### config.mk
export PLATFORM = sky130hd
export DESIGN_NAME = key_input_frontend
export DESIGN_NICKNAME = d
export VERILOG_FILES = /design/src/rtl/key_input_frontend.sv
export SDC_FILE = /design/constraint.sdc
export NUM_CORES = 1
export LEC_CHECK = 0
export CAP_MARGIN = 20
export CORE_UTILIZATION = 35
export CTS_BUF_LIST = sky130_fd_sc_hd__clkbuf_8 sky130_fd_sc_hd__clkbuf_16
export DETAILED_ROUTE_END_ITERATION = 10
export PLACE_DENSITY = 0.59
export SKIP_LAST_GASP = 1
export SLEW_MARGIN = 20
export SYNTH_ARGS = -nofsm -noshare
export SYNTH_HDL_FRONTEND = slang
export SYNTH_SLANG_ARGS = --single-unit
### constraint.sdc
create_clock -name clock -period 3.7 [get_ports clock]
set_input_delay 0.74 -clock clock [delete_from_list [all_inputs] [get_ports clock]]
set_output_delay 0.74 -clock clock [all_outputs]
set_load 0.01 [all_outputs]
### src/rtl/key_input_frontend.sv
// ---------------------------------------------------------------------------
// key_input_frontend
//
// Purpose:
//   Conditions the raw board inputs before they reach main_control and the
//   datapath.  All KEY and SW pins are brought into the clock domain with a
//   two-flop synchronizer.  Each key is debounced independently, and a
//   one-cycle pulse is produced for every debounced press.  A press of the
//   load key snapshots SW[7:0] into a capture register.  That register stays
//   stable until the consumer acknowledges it.
//
// Ports:
//   clock        in   1   system clock (CLOCK_50)
//   reset        in   1   asynchronous, active-high reset
//   key_n        in   4   raw KEY pins, active-low, asynchronous
//   sw           in  10   raw SW pins, asynchronous
//   key_level    out  4   debounced key state, 1 = pressed
//   press_pulse  out  4   one-cycle pulse per key on a debounced press
//   sw_sync      out 10   synchronized switch values
//   value_out    out  8   captured SW[7:0]
//   value_valid  out  1   value_out holds an unconsumed capture
//   value_ack    in   1   consumer accepts value_out (sampled on clock edge)
//   overrun      out  1   sticky: a capture overwrote an unacknowledged value
//
// Parameters:
//   DEBOUNCE_CYCLES  consecutive cycles a synchronized key level must differ
//                    from the accepted level before it is accepted (>= 1)
//   CNT_W            debounce counter width, must hold DEBOUNCE_CYCLES-1
//   LOAD_KEY         index of the key whose press triggers the SW capture
// ---------------------------------------------------------------------------
module key_input_frontend #(
   parameter int DEBOUNCE_CYCLES = 500000,
   parameter int CNT_W           = 19,
   parameter int LOAD_KEY        = 1
) (
   input  logic       clock,
   input  logic       reset,
   input  logic [3:0] key_n,
   input  logic [9:0] sw,
   output logic [3:0] key_level,
   output logic [3:0] press_pulse,
   output logic [9:0] sw_sync,
   output logic [7:0] value_out,
   output logic       value_valid,
   input  logic       value_ack,
   output logic       overrun
);

   // The last count before a differing level is accepted.
   localparam logic [CNT_W-1:0] CNT_LAST = CNT_W'(DEBOUNCE_CYCLES - 1);

   // Synchronizer stages
   logic [3:0]       r_key_sync_p0;
   logic [3:0]       r_key_sync_p1;
   logic [9:0]       r_sw_sync_p0;
   logic [9:0]       r_sw_sync_p1;

   // Debounce state. r_stable holds the accepted, active-low key level.
   logic [3:0]       r_stable;
   logic [CNT_W-1:0] r_cnt [4];
   logic [3:0]       w_stable_nxt;
   logic [CNT_W-1:0] w_cnt_nxt [4];

   // Press detection and capture handshake
   logic [3:0]       w_fall;
   logic             w_cap;
   logic             w_overwrite;
   logic             w_consume;
   logic [3:0]       r_press;
   logic [7:0]       r_value;
   logic             r_valid;
   logic             r_overrun;

   // ------------------------------------------------------------------
   // Stage p0 -> p1: two-flop synchronizers.
   // Keys idle high (released), so the key stages reset to all ones. A key
   // held through reset is then seen as a fresh press afterwards.
   // ------------------------------------------------------------------
   always_ff @(posedge clock or posedge reset) begin
      if (reset) begin
         r_key_sync_p0 <= 4'b1111;
         r_key_sync_p1 <= 4'b1111;
         r_sw_sync_p0  <= '0;
         r_sw_sync_p1  <= '0;
      end else begin
         r_key_sync_p0 <= key_n;
         r_key_sync_p1 <= r_key_sync_p0;
         r_sw_sync_p0  <= sw;
         r_sw_sync_p1  <= r_sw_sync_p0;
      end
   end

   assign sw_sync = r_sw_sync_p1;

   // ------------------------------------------------------------------
   // Debounce next-state. Each key is independent.
   // The counter runs only while the synchronized level disagrees with the
   // accepted level. Any agreement, such as a bounce back, clears it. The
   // new level is accepted on the cycle the counter is already at CNT_LAST.
   // That requires DEBOUNCE_CYCLES consecutive disagreeing samples.
   // ------------------------------------------------------------------
   always_comb begin
      w_stable_nxt = r_stable;
      for (int i = 0; i < 4; i++) begin
         w_cnt_nxt[i] = '0;
         if (r_key_sync_p1[i] != r_stable[i]) begin
            if (r_cnt[i] == CNT_LAST) begin
               w_stable_nxt[i] = r_key_sync_p1[i];
            end else begin
               w_cnt_nxt[i] = r_cnt[i] + CNT_W'(1);
            end
         end
      end
   end

   always_ff @(posedge clock or posedge reset) begin
      if (reset) begin
         r_stable <= 4'b1111;
         for (int i = 0; i < 4; i++) begin
            r_cnt[i] <= '0;
         end
      end else begin
         r_stable <= w_stable_nxt;
         for (int i = 0; i < 4; i++) begin
            r_cnt[i] <= w_cnt_nxt[i];
         end
      end
   end

   assign key_level = ~r_stable;

   // ------------------------------------------------------------------
   // Press pulses. A press is the accepted level going 1->0 (active-low).
   // The pulse is registered, so it lines up with the first cycle in which
   // key_level reads pressed.
   // ------------------------------------------------------------------
   assign w_fall = r_stable & ~w_stable_nxt;

   always_ff @(posedge clock or posedge reset) begin
      if (reset) begin
         r_press <= '0;
      end else begin
         r_press <= w_fall;
      end
   end

   assign press_pulse = r_press;

   // ------------------------------------------------------------------
   // Capture handshake.
   // On a load-key press, capture the pre-edge synchronized switches.
   // - A capture always wins over a same-cycle ack: the new value is left
   //   valid.
   // - A capture counts as an overrun only if the old value was still
   //   unacknowledged.
   // - An ack while nothing is valid has no effect.
   // ------------------------------------------------------------------
   assign w_cap       = w_fall[LOAD_KEY];
   assign w_overwrite = w_cap && r_valid && !value_ack;
   assign w_consume   = !w_cap && r_valid && value_ack;

   always_ff @(posedge clock or posedge reset) begin
      if (reset) begin
         r_value   <= '0;
         r_valid   <= 1'b0;
         r_overrun <= 1'b0;
      end else begin
         if (w_cap) begin
            r_value <= r_sw_sync_p1[7:0];
            r_valid <= 1'b1;
         end else if (w_consume) begin
            r_valid <= 1'b0;
         end
         // overrun is sticky until reset
         if (w_overwrite) begin
            r_overrun <= 1'b1;
         end
      end
   end

   assign value_out   = r_value;
   assign value_valid = r_valid;
   assign overrun     = r_overrun;

endmodule

==> impl_metrics.json <==
{
  "clock_path_buffers": 2,
  "cts_tree": "built",
  "power.internal_uw": 2400,
  "maxSlewViolCount": 0,
  "comb_power_uw": 102,
  "crit_cells": 5,
  "swShare_pct": 20.4,
  "boundaryPins": 45,
  "fin_ws_ps": 1480,
  "status": "finished, final reports clean",
  "dp_hpwl_um": 6980,
  "async_flop_share_pct": 100,
  "postSynthCellCount": 472,
  "root_buffer": "clkbuf_16",
  "place.gp.congestion": 0.882,
  "nNetsFinal": 553,
  "via_count": 3671,
  "r2r-end": "value_out[1]",
  "cts_resized": 0,
  "cp_top_family": "simple AND/OR/NAND/NOR gates",
  "core_area_mm2": 0.0145,
  "hold_path_depth": 0,
  "clock-skew-final_ps": 5.48,
  "critPathBufInv": 0,
  "design_area_mm2": 0.00647,
  "min_to": "sw_sync[5]",
  "grt_max_degree": 48,
  "placement.io_buffers": 44,
  "p_seq_uw": 1390,
  "flop_area_mm2": 0.00307,
  "power_leader": "clock",
  "cp-endpoint": "value_out[1]",
  "layout_top_cell": "dfrtp_1",
  "crit_type": "reg2reg",
  "bufAreaShareNonClock_pct": 7.82,
  "p_leak_uw": 0.00263,
  "cp_max_fo": 10
}
Fig. 1: cell classes on the final placement
Scale bar: 20 um. Fill, decap, tap and diode cells in gray.
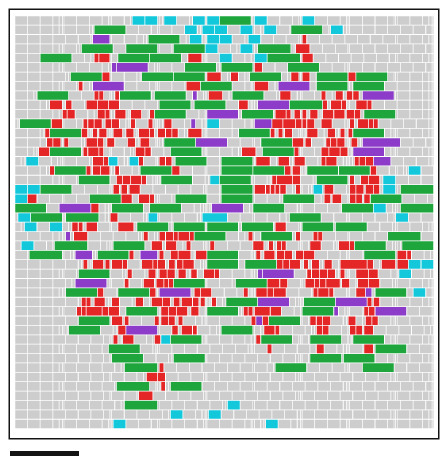
[sequential cells] green | cells: 122
[clock drivers and dummy loads] purple | cells: 31
[remaining logic cells] red | cells: 340
[remaining buffers and delay cells] cyan | cells: 51

Fig. 2: metal layers overlaid
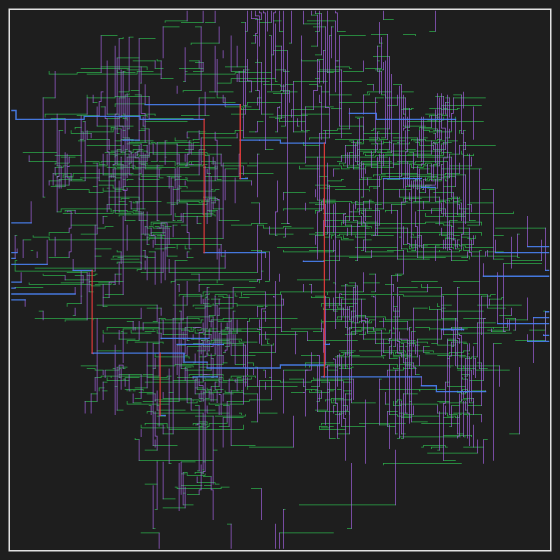
[M1] green | wire length: 4800 um
[M3] blue | wire length: 374 um
[M2] purple | wire length: 4860 um
[M4] red | wire length: 135 um

